==> images/placement.png <==
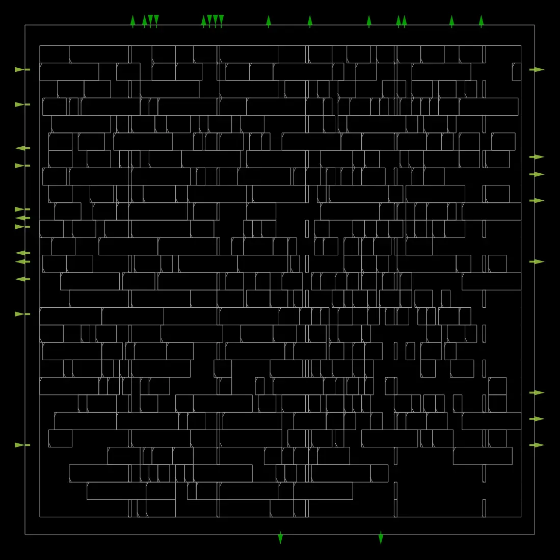
==> images/wires.png <==
Two of the layers only.
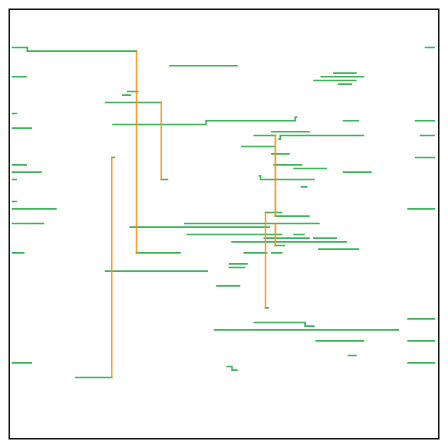
==> images/layer_met2.png <==
Bar = 20 µm.
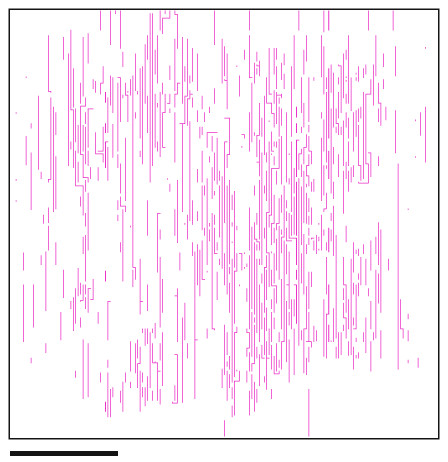
<file path="config.mk">
export PLATFORM = sky130hd
export DESIGN_NAME = i2c_target_regs
export DESIGN_NICKNAME = d
export VERILOG_FILES = /design/src/rtl/i2c_pkg.sv /design/src/rtl/i2c_line_filter.sv /design/src/rtl/i2c_target_regs.sv
export SDC_FILE = /design/constraint.sdc
export NUM_CORES = 1
export LEC_CHECK = 0
export ABC_CLOCK_PERIOD_IN_PS = 3490
export CORE_MARGIN = 2
export CORE_UTILIZATION = 55
export CTS_CLUSTER_SIZE = 40
export DETAILED_ROUTE_END_ITERATION = 10
export GPL_TIMING_DRIVEN = 1
export PLACE_DENSITY = 0.75
export SETUP_SLACK_MARGIN = 0.15
export SYNTH_ARGS = -nofsm -noshare
export SYNTH_HDL_FRONTEND = slang
export SYNTH_SLANG_ARGS = --single-unit
</file>
<file path="constraint.sdc">
create_clock -name clk_clk -period 3.49 [get_ports clk_clk]
set_input_delay 0.5235 -clock clk_clk [delete_from_list [all_inputs] [get_ports clk_clk]]
set_output_delay 0.5235 -clock clk_clk [all_outputs]
set_load 0.1 [all_outputs]
</file>
<file path="src/rtl/i2c_pkg.sv">
// Shared types and constants for the I2C register target.
package i2c_pkg;

  typedef enum logic [3:0] {
    ST_IDLE,
    ST_ADDR,
    ST_ADDR_ACK,
    ST_PTR,
    ST_PTR_ACK,
    ST_WDATA,
    ST_WDATA_ACK,
    ST_RDATA,
    ST_RACK,
    ST_IGNORE
  } i2c_tgt_state_t;

  localparam logic I2C_ACK  = 1'b0;
  localparam logic I2C_NACK = 1'b1;

  // Position of the R/W flag inside the received address byte.
  localparam int unsigned I2C_RW_BIT = 0;

endpackage

</file>
<file path="src/rtl/i2c_line_filter.sv">
// Two-flop synchronizer plus run-length glitch filter for one open-drain line.
module i2c_line_filter #(
  parameter int unsigned FILTER_LEN = 3
) (
  input  logic clk,
  input  logic rst,
  input  logic pad,
  output logic level,
  output logic rise,
  output logic fall
);

  localparam logic [3:0] CNT_MAX = 4'(FILTER_LEN - 1);

  logic       sync1;
  logic       sync2;
  logic [3:0] cnt;

  // Idle bus level is high, so everything resets to 1 to avoid a false edge.
  always_ff @(posedge clk or posedge rst) begin
    if (rst) begin
      sync1 <= 1'b1;
      sync2 <= 1'b1;
      level <= 1'b1;
      cnt   <= '0;
      rise  <= 1'b0;
      fall  <= 1'b0;
    end else begin
      sync1 <= pad;
      sync2 <= sync1;
      rise  <= 1'b0;
      fall  <= 1'b0;
      if (sync2 == level) begin
        cnt <= '0;
      end else if (cnt == CNT_MAX) begin
        level <= sync2;
        rise  <= sync2;
        fall  <= ~sync2;
        cnt   <= '0;
      end else begin
        cnt <= cnt + 4'd1;
      end
    end
  end

endmodule

</file>
<file path="src/rtl/i2c_target_regs.sv">
// I2C target exposing a 256-byte register space through a pointer/strobe port.
module i2c_target_regs
  import i2c_pkg::*;
#(
  parameter logic [6:0]  TARGET_ADDR = 7'h50,
  parameter int unsigned FILTER_LEN  = 3
) (
  input  logic           clk_clk,
  input  logic           reset_reset,
  input  logic           i2c_serial_sda_in,
  input  logic           i2c_serial_scl_in,
  output logic           i2c_serial_sda_oe,
  output logic           i2c_serial_scl_oe,
  output logic [7:0]     reg_addr,
  output logic [7:0]     reg_wdata,
  output logic           reg_wr,
  output logic           reg_rd,
  input  logic [7:0]     reg_rdata,
  output logic           busy,
  output i2c_tgt_state_t dbg_state
);

  logic sda_f, sda_rise, sda_fall;
  logic scl_f, scl_rise, scl_fall;

  i2c_line_filter #(.FILTER_LEN(FILTER_LEN)) u_sda_filt (
    .clk(clk_clk), .rst(reset_reset), .pad(i2c_serial_sda_in),
    .level(sda_f), .rise(sda_rise), .fall(sda_fall)
  );

  i2c_line_filter #(.FILTER_LEN(FILTER_LEN)) u_scl_filt (
    .clk(clk_clk), .rst(reset_reset), .pad(i2c_serial_scl_in),
    .level(scl_f), .rise(scl_rise), .fall(scl_fall)
  );

  logic start_det, stop_det;
  assign start_det = sda_fall & scl_f;
  assign stop_det  = sda_rise & scl_f;

  i2c_tgt_state_t state_q, state_d;
  logic [3:0] bit_cnt;
  logic [7:0] sr;
  logic       sda_q, rw_q, rd_q, rd_pend, busy_q;

  logic       byte_done, addr_match;
  logic [7:0] sr_next;
  logic [2:0] rd_idx;
  assign byte_done  = (bit_cnt == 4'd8);
  assign addr_match = (sr[7:1] == TARGET_ADDR);
  assign sr_next    = {sr[6:0], sda_f};
  assign rd_idx     = 3'd7 - bit_cnt[2:0];

  always_ff @(posedge clk_clk or posedge reset_reset) begin
    if (reset_reset) state_q <= ST_IDLE;
    else             state_q <= state_d;
  end

  always_comb begin
    state_d = state_q;
    if (stop_det) begin
      state_d = ST_IDLE;
    end else if (start_det) begin
      state_d = ST_ADDR;
    end else begin
      case (state_q)
        ST_ADDR:      if (scl_fall && byte_done) state_d = addr_match ? ST_ADDR_ACK : ST_IGNORE;
        ST_ADDR_ACK:  if (scl_fall) state_d = rw_q ? ST_RDATA : ST_PTR;
        ST_PTR:       if (scl_fall && byte_done) state_d = ST_PTR_ACK;
        ST_PTR_ACK:   if (scl_fall) state_d = ST_WDATA;
        ST_WDATA:     if (scl_fall && byte_done) state_d = ST_WDATA_ACK;
        ST_WDATA_ACK: if (scl_fall) state_d = ST_WDATA;
        ST_RDATA:     if (scl_fall && byte_done) state_d = ST_RACK;
        ST_RACK:      if (scl_rise) state_d = (sda_f == I2C_ACK) ? ST_RDATA : ST_IGNORE;
        default:      state_d = state_q;
      endcase
    end
  end

  // Register port: reg_wr and reg_rd are single-cycle strobes qualified by
  // reg_addr; local logic must present reg_rdata in the cycle after reg_rd,
  // where it is captured. There is no back-pressure on either strobe.
  always_ff @(posedge clk_clk or posedge reset_reset) begin
    if (reset_reset) begin
      bit_cnt   <= '0;
      sr        <= '0;
      sda_q     <= 1'b0;
      rw_q      <= 1'b0;
      rd_q      <= 1'b0;
      rd_pend   <= 1'b0;
      busy_q    <= 1'b0;
      reg_addr  <= '0;
      reg_wdata <= '0;
      reg_wr    <= 1'b0;
      reg_rd    <= 1'b0;
    end else begin
      reg_wr  <= 1'b0;
      reg_rd  <= rd_pend;
      rd_pend <= 1'b0;
      rd_q    <= reg_rd;
      if (reg_wr) reg_addr <= reg_addr + 8'd1;
      if (rd_q)   sr <= reg_rdata;
      if (start_det || stop_det) begin
        bit_cnt <= '0;
        sda_q   <= 1'b0;
        rd_pend <= 1'b0;
        if (stop_det) busy_q <= 1'b0;
      end else begin
        case (state_q)
          ST_ADDR, ST_PTR, ST_WDATA: begin
            if (scl_rise && !byte_done) begin
              sr      <= sr_next;
              bit_cnt <= bit_cnt + 4'd1;
              if (bit_cnt == 4'd7 && state_q == ST_PTR) reg_addr <= sr_next;
              if (bit_cnt == 4'd7 && state_q == ST_WDATA) begin
                reg_wr    <= 1'b1;
                reg_wdata <= sr_next;
              end
            end
            if (scl_fall && byte_done) begin
              if (state_q != ST_ADDR || addr_match) sda_q <= 1'b1;
              if (state_q == ST_ADDR) begin
                busy_q <= addr_match;
                if (addr_match) begin
                  rw_q   <= sr[I2C_RW_BIT];
                  reg_rd <= sr[I2C_RW_BIT];
                end
              end
            end
          end
          ST_ADDR_ACK: if (scl_fall) begin
            bit_cnt <= '0;
            sda_q   <= rw_q ? ~sr[7] : 1'b0;
          end
          ST_PTR_ACK, ST_WDATA_ACK: if (scl_fall) begin
            bit_cnt <= '0;
            sda_q   <= 1'b0;
          end
          ST_RDATA: begin
            if (scl_rise && !byte_done) bit_cnt <= bit_cnt + 4'd1;
            if (scl_fall) sda_q <= byte_done ? 1'b0 : ~sr[rd_idx];
          end
          ST_RACK: if (scl_rise) begin
            if (sda_f == I2C_ACK) begin
              reg_addr <= reg_addr + 8'd1;
              rd_pend  <= 1'b1;
              bit_cnt  <= '0;
            end else begin
              busy_q <= 1'b0;
            end
          end
          default: ;
        endcase
      end
    end
  end

  // The START/STOP gate lets SDA go in the very cycle the condition is seen.
  assign i2c_serial_sda_oe = sda_q & ~(start_det | stop_det);
  assign i2c_serial_scl_oe = 1'b0;
  assign busy              = busy_q;
  assign dbg_state         = state_q;

endmodule
</file>
==> flow_summary_export.csv <==
group,metric,value,unit
run_status,status,"complete, no violations",
synthesis,compound_area_share,14.2,%
timing,min_period,2.58,ns
power,pg_clk,561,µW
cts,cts_buffers,9,
synthesis,synthesis.nets,336,
critical_path,max_stage_delay,0.73,ns
power,switching_share,45.7,%
critical_path,worst-path-max-fanout,19,
cts,cts_tree,"yes",
cts,cts_sinks,57,
power,power_density,704,nW/µm²
synthesis,top_area_cell,"dfrtp_1",
synthesis,synthFlopType,"dfrtp_1",
worst_hold_path,min_path_type,"reg -> reg",
layout,final_cell_mix,"dfrtp_1 (51), nand2_1 (34), nor2_1 (31), clkdlybuf4s50_1 (29)",
cts,clk_pin_slew,0.07,ns
global_routing,use_met3,7.35,%
critical_path,slowest_stage,"dfrtp_1",
detailed_routing,first_pass_iters,6,
power,p_comb,959,µW
job,cap_viol_max_count,0,
critical_path,r2r_end,"sr[5]",
power,pg_seq,1060,µW
layout,largestRegisters,"reg_addr (8), reg_wdata (8), sr (8)",
detailed_routing,topRoutingLayerUsed,"met4",
detailed_routing,drt-met1-wl,3300,µm
layout,drive_gt1_share,14.7,%
cts,ctsResizeCount,0,
timing,tns,0,ns
synthesis,ys_seq_share,45.9,%
critical_path,crit_required,3.66,ns
synthesis,ys_cells,317,
cts,cts-root-buf,"clkbuf_8",
timing,final.setup_skew,0.00978,ns
layout,fill_cells,433,
synthesis,ys_ff,57,
layout,post-route-util,66.6,%
power,combPwrFrac,37.1,%
synthesis,yosysTopAreaCellShare,40.8,%
synthesis,adder_share,2.80,%
synthesis,synth_area_per_cell,9.86,µm²
place,place_area,3490,µm²
floorplan,die_area,6300,µm²
synthesis,logic_family,"simple AND/OR/NAND/NOR gates",
detailed_routing,via_per_inst,6.06,
global_routing,grt_most_used_layer,"met1",
critical_path,r2r_start,"dbg_state[0]",
floorplan,initCoreUtil,56.7,%
synthesis,netlist_instances,317,
critical_path,critical_path_class,"reg -> reg",
critical_path,critPathLaunchType,"register",
power,maxPowerGroup,"registers",
critical_path,r2r_cells,4,
global_routing,grt_max_degree,34,
detailed_routing,drcViolationCount,0,
global_routing,grt_pass1_vias,2519,
layout,inv_count,11,
layout,buf_share,9.55,%
worst_hold_path,hp-start,"u_sda_filt.sync1",
synthesis,simple_gate_share,20.1,%
layout,seq_area_share,39.1,%
critical_path,arrival,2.75,ns
layout,clock_cell_area_share,4.95,%
layout,final_area,3670,µm²
synthesis,syn_area,3120,µm²
critical_path,ff2ff_setup_slack,0.91,ns
timing,grt_setup_unrepaired,"no",
synthesis,synth-area-yosys,3120,µm²
detailed_routing,drt_iter0_drc,277,
critical_path,cp-startpoint,"dbg_state[0]",
power,power_frac_seq,41.1,%
layout,register_area,1430,µm²
layout,buffers_excl_clock,37,
power,p_int,1400,µW
layout,final-comb-area,1570,µm²
critical_path,critical_path.cell_chain,"nor2b_1 -> nand3_1 -> nor2_1 -> o21ai_0",
critical_path,endpoint,"sr[5]",
timing,drv_slew,0,
floorplan,io_pins,37,
layout,final_nets,368,
floorplan,die_y,79.4,µm
synthesis,ys_sh_xor,3.08,%
timing,max_slew_margin,32.6,%
layout,lay_top_count,"dfrtp_1",
synthesis,mux_area_share,9.97,%
layout,nMultiInputCombCells,233,
timing,min_period_over_period,73.9,%
floorplan,dieWidth,79.4,µm
synthesis,topCellsByArea,"dfrtp_1 (41%), dfstp_2 (5.0%), mux2_2 (4.7%)",
timing,hold_viol_final,0,
job,warnings,29,
place,dp_hpwl,4960,µm
global_routing,gr-usage-met1,36.1,%
place,io_buffers,35,
timing,max_freq,388,MHz
detailed_routing,wl_met3,470,µm
cts,cts-hold-fix-buffers,0,
timing,setup_viol,0,
synthesis,synth-edff-count,0,
layout,diodes,0,
floorplan,row_count,27,
timing,tightest_slew,1.01,ns
place,place_congestion,0.977,
cts,htreeDepth,3,
power,p_total,2580,µW
Back to the opening pictures, placement.png:
registers: 57
area of the core: 5510 µm²

Back to the opening pictures, wires.png:
color	layer	wire length
orange	metal 4	129 µm
green	metal 3	471 µm
gr usage total: 25.1%
WL final: 7110 µm
routed length per instance: 16.7 µm
Vias: 2582

Back to the opening pictures, layer_met2.png:
nets with wire on the layer	306
longest straight run	38.1 µm
met2 Use GR: 35.5%

==> synth_stat cells (4+ instances only) <==
master and n:
inv_1 11, a21oi_1 18, dfstp_2 6, nor2_1 31, o21ai_0 18, nor2b_1 4
mux2i_1 12, mux2_2 13, xor2_1 7, nor3_1 9, xnor2_1 4, nand4_1 5
o22ai_1 4, clkbuf_1 6, nand3_1 10, buf_2 5, dfrtp_1 51, nand2_1 34
ha_1 7
==> stage by stage <==
stage	hold slack, ns	cells	setup WS, ns
2_1_floorplan	0.345	317	0.907
3_3_place_gp	0.346	410	1.02
3_5_place_dp	0.347	410	0.940
4_1_cts	0.356	426	0.925
5_1_grt	0.364	426	0.601
6_report	0.355	426	0.911
==> critical path: cells and delay by family (launching register included) <==
family / cells / cell delay [ns]
simple gates: 3 / 1.45
flops: 1 / 0.73
compound gates: 1 / 0.23
Power and IR drop assume default switching activity.
